==> config.mk <==
export PLATFORM = sky130hd
export DESIGN_NAME = flit_serializer
export DESIGN_NICKNAME = d
export VERILOG_FILES = /design/src/rtl/flit_serializer.sv
export SDC_FILE = /design/constraint.sdc
export NUM_CORES = 1
export LEC_CHECK = 0
export CORE_ASPECT_RATIO = 0.9
export CORE_UTILIZATION = 25
export DETAILED_ROUTE_END_ITERATION = 8
export PLACE_DENSITY = 0.5
export SYNTH_ARGS = -nofsm -noshare
export SYNTH_HDL_FRONTEND = slang
export SYNTH_SLANG_ARGS = --single-unit
==> constraint.sdc <==
create_clock -name clk -period 2 [get_ports clk]
set_clock_uncertainty 0.1 [all_clocks]
set_input_delay 0.6 -clock clk [delete_from_list [all_inputs] [get_ports clk]]
set_output_delay 0.6 -clock clk [all_outputs]
set_load 0.02 [all_outputs]
==> src/rtl/flit_serializer.sv <==
// Parallel-to-serial packet transmitter: latches one head/body/tail packet and
// streams it as 16-bit flits under downstream valid/ready backpressure.
module flit_serializer #(
   parameter int NUM_FLITS   = 6,
   parameter int FLIT_WIDTH  = 16,
   parameter int COUNT_WIDTH = $clog2(NUM_FLITS)
) (
   input  logic                  clk,
   input  logic                  rst_n,
   input  logic                  i_valid,
   output logic                  o_ready,
   input  logic [FLIT_WIDTH-1:0] i_head_flit,
   input  logic [FLIT_WIDTH-1:0] i_body_flit_1,
   input  logic [FLIT_WIDTH-1:0] i_body_flit_2,
   input  logic [FLIT_WIDTH-1:0] i_body_flit_3,
   input  logic [FLIT_WIDTH-1:0] i_body_flit_4,
   input  logic [FLIT_WIDTH-1:0] i_tail_flit,
   output logic [FLIT_WIDTH-1:0] o_flit,
   output logic                  o_flit_valid,
   output logic [1:0]            o_flit_type,
   input  logic                  i_flit_ready,
   output logic                  o_done
);

   typedef enum logic {
      IDLE = 1'b0,
      SEND = 1'b1
   } state_t;

   localparam logic [COUNT_WIDTH-1:0] FIRST_INDEX = '0;
   localparam logic [COUNT_WIDTH-1:0] LAST_INDEX  = COUNT_WIDTH'(NUM_FLITS - 1);
   localparam logic [COUNT_WIDTH-1:0] INDEX_STEP  = COUNT_WIDTH'(1);

   localparam logic [1:0] TYPE_IDLE = 2'b00;
   localparam logic [1:0] TYPE_HEAD = 2'b01;
   localparam logic [1:0] TYPE_BODY = 2'b10;
   localparam logic [1:0] TYPE_TAIL = 2'b11;

   state_t                  state_reg;
   state_t                  state_next;
   logic [COUNT_WIDTH-1:0]  index_reg;
   logic [COUNT_WIDTH-1:0]  index_next;
   logic                    done_reg;
   logic                    done_next;
   logic                    load;
   logic                    transfer;
   logic                    last_flit;

   logic [FLIT_WIDTH-1:0]   in_flits   [NUM_FLITS];
   logic [FLIT_WIDTH-1:0]   buffer_reg [NUM_FLITS];

   // Wire ordering fixes the transmit order: head, body 1..4, tail.
   assign in_flits[0] = i_head_flit;
   assign in_flits[1] = i_body_flit_1;
   assign in_flits[2] = i_body_flit_2;
   assign in_flits[3] = i_body_flit_3;
   assign in_flits[4] = i_body_flit_4;
   assign in_flits[5] = i_tail_flit;

   assign load      = (state_reg == IDLE) && i_valid;
   assign transfer  = (state_reg == SEND) && i_flit_ready;
   assign last_flit = (index_reg == LAST_INDEX);

   // Inputs are only sampled on acceptance, so changes while busy never leak in.
   generate
      for (genvar gi = 0; gi < NUM_FLITS; gi++) begin : g_buffer
         always_ff @(posedge clk or negedge rst_n) begin
            if (!rst_n) begin
               buffer_reg[gi] <= '0;
            end else if (load) begin
               buffer_reg[gi] <= in_flits[gi];
            end
         end
      end
   endgenerate

   always_ff @(posedge clk or negedge rst_n) begin
      if (!rst_n) begin
         state_reg <= IDLE;
         index_reg <= FIRST_INDEX;
         done_reg  <= 1'b0;
      end else begin
         state_reg <= state_next;
         index_reg <= index_next;
         done_reg  <= done_next;
      end
   end

   always_comb begin
      state_next = state_reg;
      index_next = index_reg;
      done_next  = 1'b0;
      case (state_reg)
         IDLE: begin
            if (load) begin
               state_next = SEND;
               index_next = FIRST_INDEX;
            end
         end
         SEND: begin
            if (transfer) begin
               if (last_flit) begin
                  state_next = IDLE;
                  index_next = FIRST_INDEX;
                  done_next  = 1'b1;
               end else begin
                  index_next = index_reg + INDEX_STEP;
               end
            end
         end
         default: begin
            state_next = IDLE;
            index_next = FIRST_INDEX;
         end
      endcase
   end

   // Outputs depend only on registered state, never on i_flit_ready.
   always_comb begin
      o_ready      = 1'b0;
      o_flit_valid = 1'b0;
      o_flit       = '0;
      o_flit_type  = TYPE_IDLE;
      case (state_reg)
         IDLE: begin
            o_ready = 1'b1;
         end
         SEND: begin
            o_flit_valid = 1'b1;
            o_flit       = buffer_reg[index_reg];
            if (index_reg == FIRST_INDEX) begin
               o_flit_type = TYPE_HEAD;
            end else if (last_flit) begin
               o_flit_type = TYPE_TAIL;
            end else begin
               o_flit_type = TYPE_BODY;
            end
         end
         default: begin
            o_ready = 1'b0;
         end
      endcase
   end

   assign o_done = done_reg;

endmodule

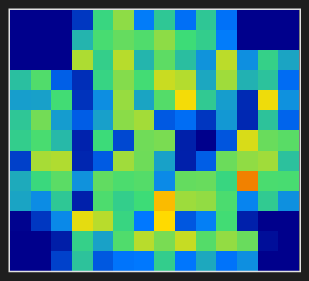
run_1/density.png
(2 px per um) The die is cut into 14 by 13 equal tiles; dark blue is low, red is high, 0 to 100% covered.
The emptiest ninth of the die: north-west. 1.6% of the tiles are over 75% full. 14% of the tiles are nearly empty. The fullest tile reaches 85%. The mean over all tiles is 36%.
core area: 17780 sq um
final core utilization: 0.3970
fp_density: 0.2576

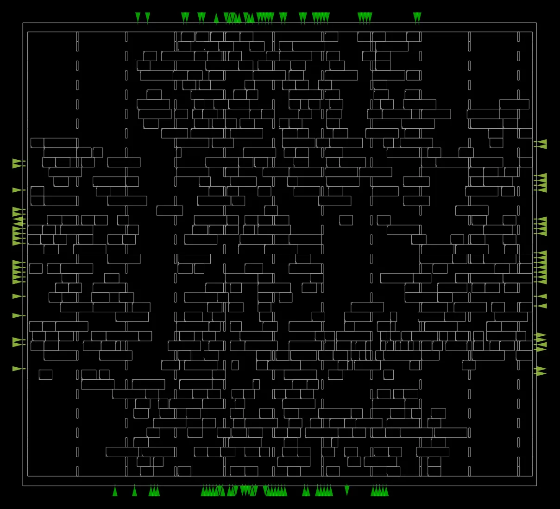
run_1/final_placement.png
tap cells: 240
fill count: 1670
Seq/total area: 0.3587

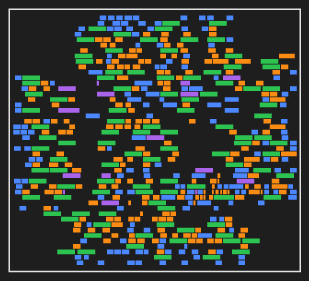
run_1/cell_classes.png
(2 px per um)
Key: flip-flops = green [cells 101, share of their area 37%]; all other logic = orange [cells 200, share of their area 32%]; clock drivers and dummy loads = purple [cells 15, share of their area 4.3%]; other buffers and delay cells = blue [cells 165, share of their area 26%]
design area: 7061 sq um
Rows: 46

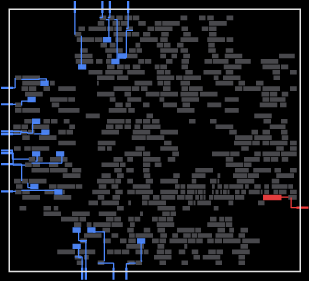
run_1/port_nets.png
(2 px per um)
Key: i_body_flit_4 = blue [bits 16, direction input, edge 8 west, 4 south, 4 north, end cells 16, buffers 16, wire 348 um]; o_done = red [bits 1, direction output, edge east, end cells 1, buffers 1, wire 12.1 um]
I/O Buffers: 120
I/O pin count: 121

==> changes_impl.md, run 1 <==
## Flow update

* Outcome: complete, but fails checks
* Failing checks: negative setup slack
* Cell depth of the worst setup path at 5
* Max reg flops at 96
* CTS tree: yes
* Diode count at 0
* Grt met1 use at 0.1918
* CP Capture Point: o_flit[5]
* Area growth, synth to finish at 54.10%
* Via density at about 4.3
* Final hold vios at 0
* Root buffer cell: clkbuf_16
* Inverters at 2
* Die Y-Extent at 130.4 um
* Clk power at about 1.8 mW
* Die area at roughly 19000 sq um
* Initial antenna violation count at 0
* Chip area in the Yosys report at roughly 4600 sq um
* Grt peak-use layer: met2
* Dpl cells at 703
* Post-CTS Setup Inserts at 4
* Final TNS setup at -7.074 ns
* Post-layout period usage at 1.233
* Slew @ Worst Pin at about 0.47 ns
* Num CTS Buffers at 9
* Final slew viol count at 0
* RSZ-0062 raised after global routing: true
* Launching point of the worst reg2reg path: state_reg
* Mapped Area at 4582 sq um
* P_int at approximately 7.5 mW
* Clock Latency Late Sink at roughly 0.34 ns
* Post-DRT Antenna Nets at 0
* CP delay by family, top: simple AND/OR/NAND/NOR gates
* Storage cell area at ~2500 sq um
* CP Launch Type: register
* Yosys warnings at 0
* Critical Path, Cell by Cell: or3b_4, buf_12, o22a_1, o21ai_2, buf_6
* Flop pwr share at 0.321
* DR WL/cell at ~17 um
* Synth logic family: multiplexers
* Ys flop type: dfrtp_1
* M1 WL at between 5000 and 6000 um
* Reg2Reg Depth at 5
* Plain + repair buffers at 165
* Clock buffer count at 14
* Hold buffer count at cts at 0
* Metal2 WL at between 5000 and 6000 um
* Worst setup EP type: output pin
* Htree depth at 3
* CP max stage cell: or3b_4
* Worst VDD drop at 557.9 uV
* Met3 wire len at roughly 430 um
* HP Class: in -> async
* Logic share of the area at 0.3032
* Commonest cells in the netlist: 101 x dfrtp_1, 96 x mux2_2, 48 x mux2i_1
* Fmax at 0.4056 GHz
* Ys cells at ~320
* Nets@finish at 577
* Top cells, area: dfrtp_1 55%, mux2_2 24%, mux2i_1 10%
* Bufs and invs on worst path at 2
* DP Wirelength at ~9400 um
* Origin of the worst setup path: index_reg[1]
* Log Warnings at 29
* Routability Congestion at about 0.78
* Share of Yosys cell area claimed by the top area cell type at 0.5516
* Total track usage at 0.1401
* Die X-Extent at between 100 and 150 um
* Worst setup margin at -0.4657 ns
* Final setup fails at 18
* Worst Path Arrival at ~1.8 ns
* Final wirelength at roughly 12000 um
* Design Power at between 10 and 15 mW
* # resized after CTS at between 100 and 150
* Maxcap violations at 0
* Post-synth EDFFs at 0
* Basic Gates by Area at 0.01802
* DP Worst Slack at -0.5615 ns
* Mux cell area share after synthesis at 0.3408
* Reg2reg end: buffer_reg[22]
* Adder Share, Synth at 0
* Multi-In Gates at just under 200
* Syn Inst Count at between 300 and 400
* Crit path kind: reg -> out
* Post-synth seq share at 0.5516
* Largest net degree at the start of global routing at 31
* Max stage delay on crit path at approximately 0.42 ns
* Non-Filler Instances at just over 700
* Area of the multi-input gates at around 2100 sq um
* First-pass GRT wire length at about 19000 um
* Worst hold margin at between 0.1 and 0.15 ns
* Worst-case clock buffer depth at 2
* Seq pwr at around 3.7 mW
* Comb. pwr at around 6 mW
* Aoi share at 0.05516
* Share of layout cells above drive strength 1 at 0.4366
* Area fraction in xor and xnor cells at 0.001912
* Floorplan net count at around 420
* R2R Setup Slk at around 0.35 ns
* Area leader, netlist: dfrtp_1
* Sink Count at about 100
* Most instantiated logic cells after routing: 99 x dfrtp_1, 98 x clkdlybuf4s50_1, 96 x mux2_2, 33 x mux2i_1, 29 x buf_4
* Logic pwr share at 0.522
* Drt initial violations at roughly 94
* Sw frac at 0.3446
* Ys flops at between 100 and 150
* Met2 usage at 0.2209
* Flip-flop and latch count at a little over 100
* Via count at roughly 3100
* Top Consumer: combinational cells
* Area after DPL at approximately 6500 sq um
* Max-slew headroom at 0.6837
* Clock share of power at 0.157
* Clk slew on worst S/H paths at approximately 0.070 ns
* Number of global-route vias before repair at ~3400
* Ys async rst share at 1.000
* Dominant class by area: sequential cells
* Switching pwr at just under 4 mW
* Layout non-clock buf frac at 0.2525
* DRC Markers at 0
* Tmin final at 2.466 ns
* Worst-path maximum fanout at 14
* First-pass iteration count of the detailed router at 4
* Critical Path RT at between 1 and 1.5 ns
* Clk tree area frac at 0.04164
* PwrDens at between 1500 and 2000 nW/um^2
* Post-synthesis area per instance at between 10 and 15 sq um
* Commonest Layout Cell: dfrtp_1
* Met3 Usage GRT at 0.02879
* Count leader, synth: dfrtp_1
run_1/met1.png
(3 px per um) Supply wires on this layer in grey. Cells faint in the background.
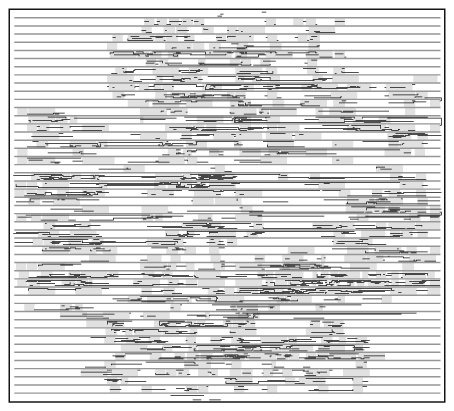

## Run 2: what changed since run 1
- DONT_BUFFER_PORTS: default -> 1
- PLACE_DENSITY: 0.5 -> 0.42
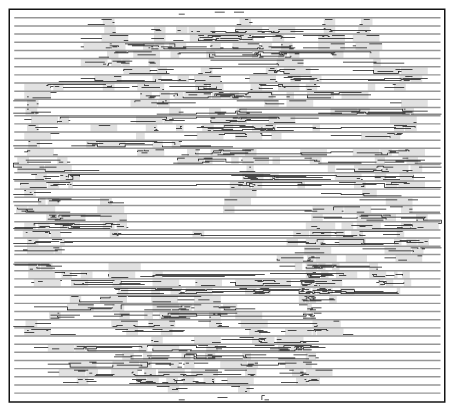
run_2/met1.png
(3 px per um) Supply wires on this layer in grey. Cells faint in the background.
The longest straight run is 80.5 um. The layer holds 49% of the routed length. The layer carries 5690 um of wire. The wires run mostly horizontal. 427 nets have wire on it.
via count: 2684
final wirelength: 11670 um
grt met1 use: 0.1777

==> run 2 against run 1 <==
  * The run ends with negative hold slack, negative setup slack left
  * Die size stayed put
  * Fmax is 0.96% lower
  * Synthesized cell count stayed put
  * Sequential power is 2% lower
  * Sequential share of layout area is 8.2 points higher
  * Hold slack worse by 0.27 ns
  * Final cell count is 16% lower
  * Clock power hardly changed
  * Non-clock buffer count is 116 lower
==> changes_impl.md, run 2 <==
## Flow update

* Slew @ Worst Pin at 0.2861 ns
* Final TNS setup at -7.176 ns
* Nets@finish at ~460
* Clock buffer count at 9
* Post-DRT Antenna Nets at 0
* Met3 wire len at 646 um
* Adder Share, Synth at 0
* Ys async rst share at 1.000
* Basic Gates by Area at 0.01802
* I/O pin count at 121
* Final slew viol count at 0
* Worst VDD drop at ~660 uV
* Origin of the worst setup path: index_reg[1]
* Worst setup margin at -0.4894 ns
* Clk tree area frac at 0.05162
* Dpl cells at between 500 and 600
* Worst-case clock buffer depth at 2
* Logic pwr share at 0.502
* Ys flop type: dfrtp_1
* Total track usage at 0.1281
* CP delay by family, top: simple AND/OR/NAND/NOR gates
* CP max stage cell: or3b_4
* CP Launch Type: register
* Cell depth of the worst setup path at 5
* Share of Yosys cell area claimed by the top area cell type at 0.5516
* Flip-flop and latch count at roughly 100
* Max reg flops at between 90 and 100
* Sink Count at roughly 100
* Synth logic family: multiplexers
* Ys cells at 324
* Post-synth seq share at 0.5516
* Post-synth EDFFs at 0
* CP Capture Point: o_flit[4]
* Final setup fails at 18
* Tap cells at between 200 and 250
* Launching point of the worst reg2reg path: state_reg
* Rows at approximately 46
* Core area at between 15000 and 20000 sq um
* Design Power at ~11 mW
* Worst setup EP type: output pin
* Clock share of power at 0.164
* Maxcap violations at 0
* Clock Latency Late Sink at roughly 0.35 ns
* Diode count at 0
* Log Warnings at 33
* Floorplan net count at about 420
* P_int at 7.003 mW
* Clk slew on worst S/H paths at roughly 0.070 ns
* Top Consumer: combinational cells
* Mux cell area share after synthesis at 0.3408
* Failing checks: negative hold slack, negative setup slack
* Worst hold margin at -0.1609 ns
* Logic share of the area at 0.3548
* Via density at around 4.4
* Mapped Area at 4582 sq um
* First-pass GRT wire length at around 17000 um
* Worst-path maximum fanout at 10
* Final hold vios at roughly 100
* Post-synthesis area per instance at roughly 14 sq um
* PwrDens at 1874 nW/um^2
* Critical Path RT at between 1 and 1.5 ns
* Seq pwr at about 3.6 mW
* I/O Buffers at 0
* Tmin final at between 2 and 2.5 ns
* Drt initial violations at between 90 and 100
* Met3 Usage GRT at 0.04045
* Crit path kind: reg -> out
* Fmax at around 0.4 GHz
* Outcome: complete, but fails checks
* Area after DPL at roughly 5200 sq um
* Yosys warnings at 0
* Storage cell area at about 2500 sq um
* Chip area in the Yosys report at between 4000 and 5000 sq um
* M1 WL at between 5000 and 6000 um
* Number of global-route vias before repair at just under 3000
* Fp_density at 0.2576
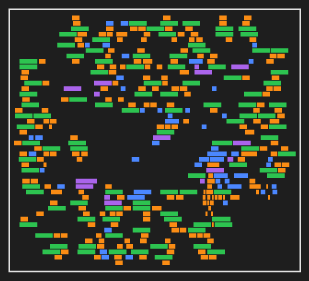
run_2/cell_classes.png
(2 px per um)
design area: 5744 sq um
final core utilization: 0.3230
Seq/total area: 0.4409

run_2/port_nets.png
(2 px per um)
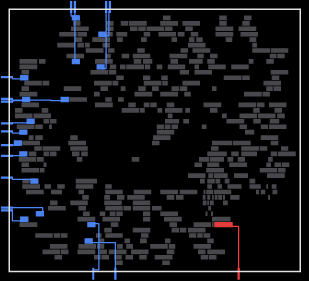

## Run 3: what changed since run 2
- SKIP_CTS_REPAIR_TIMING: default -> 1
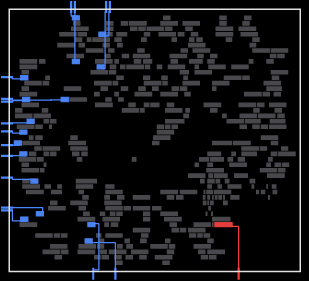
run_3/port_nets.png
(2 px per um)
Key: i_body_flit_4 = blue [bits 16, direction input, edge 10 west, 4 north, 2 south, end cells 16, buffers 0, wire 257 um]; o_done = red [bits 1, direction output, edge south, end cells 1, buffers 0, wire 25.1 um]
I/O Buffers: 0

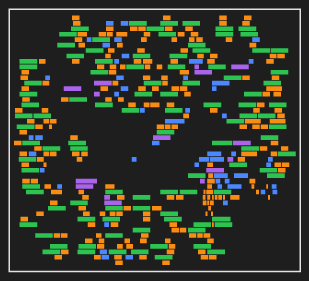
run_3/cell_classes.png
(2 px per um)
Key: flip-flops = green [cells 101, share of their area 47%]; other buffers and delay cells = blue [cells 49, share of their area 9.9%]; all other logic = orange [cells 200, share of their area 38%]; clock drivers and dummy loads = purple [cells 15, share of their area 5.5%]

==> run 3 against run 2 <==
  * The run still ends with negative hold slack, negative setup slack left
  * Utilization about the same
  * Fmax is 0.47% lower
  * Setup slack worse by 0.012 ns
==> changes_impl.md, run 3 <==
## Flow update

* Post-synth seq share at 0.5516
* Post-synth EDFFs at 0
* Root buffer cell: clkbuf_16
* RSZ-0062 raised after global routing: true
* Dominant class by area: sequential cells
* Share of layout cells above drive strength 1 at 0.5178
* Chip area in the Yosys report at roughly 4600 sq um
* Worst-case clock buffer depth at 2
* Mapped Area at between 4000 and 5000 sq um
* Tap cells at between 200 and 250
* Maxcap violations at 0
* CP delay by family, top: flip-flops
* Worst VDD drop at about 660 uV
* Number of global-route vias before repair at 2857
* Logic pwr share at 0.496
* Seq pwr at between 3 and 4 mW
* Non-Filler Instances at about 600
* DRC Markers at 0
* CP Capture Point: o_flit[5]
* R2R Setup Slk at roughly 0.28 ns
* Diode count at 1
* Initial antenna violation count at 1
* Syn Inst Count at roughly 320
* Post-layout period usage at 1.251
* Die area at approximately 19000 sq um
* Comb. pwr at roughly 5.3 mW
* Launching point of the worst reg2reg path: state_reg
* Max stage delay on crit path at between 0.5 and 0.6 ns
* First-pass iteration count of the detailed router at 4
* Critical Path, Cell by Cell: buf_12, mux2i_1, buf_4, o22a_1, o21ai_2, buf_6
* Worst-path maximum fanout at 7
* Log Warnings at 32
* Area growth, synth to finish at 25.18%
* Num CTS Buffers at 9
* Final hold vios at between 100 and 150
* Met3 Usage GRT at 0.04045
* Layout non-clock buf frac at 0.09424
* CP Launch Type: register
* Slew @ Worst Pin at between 0.2 and 0.3 ns
* Area after DPL at between 5000 and 6000 sq um
* Outcome: complete, but fails checks
* HP Class: in -> async
* Adder Share, Synth at 0
* Metal2 WL at between 5000 and 6000 um
* Commonest Layout Cell: dfrtp_1
* Via density at around 4.5
* Share of Yosys cell area claimed by the top area cell type at 0.5516
* Worst hold margin at -0.1611 ns
* Ys cells at 324
* Rows at 46
* Clk slew on worst S/H paths at approximately 0.070 ns
* Ys flop type: dfrtp_1
* Worst setup margin at -0.5011 ns
* Failing checks: negative hold slack, negative setup slack
* Final TNS setup at -7.449 ns
* CP max stage cell: dfrtp_4
* Cell depth of the worst setup path at 6
* Reg2Reg Depth at 4
* Top cells, area: dfrtp_1 55%, mux2_2 24%, mux2i_1 10%
* Crit path kind: reg -> out
* Logic share of the area at 0.3584
* Core area at approximately 18000 sq um
* Final core utilization at 0.3225
* Basic Gates by Area at 0.01802
* Dpl cells at roughly 580
* Final setup fails at 18
* Yosys warnings at 0
* Switching pwr at ~3.8 mW
* M1 WL at ~5700 um
* Synth logic family: multiplexers
Power figures rest on the tool's default switching activity, not on a simulated workload.
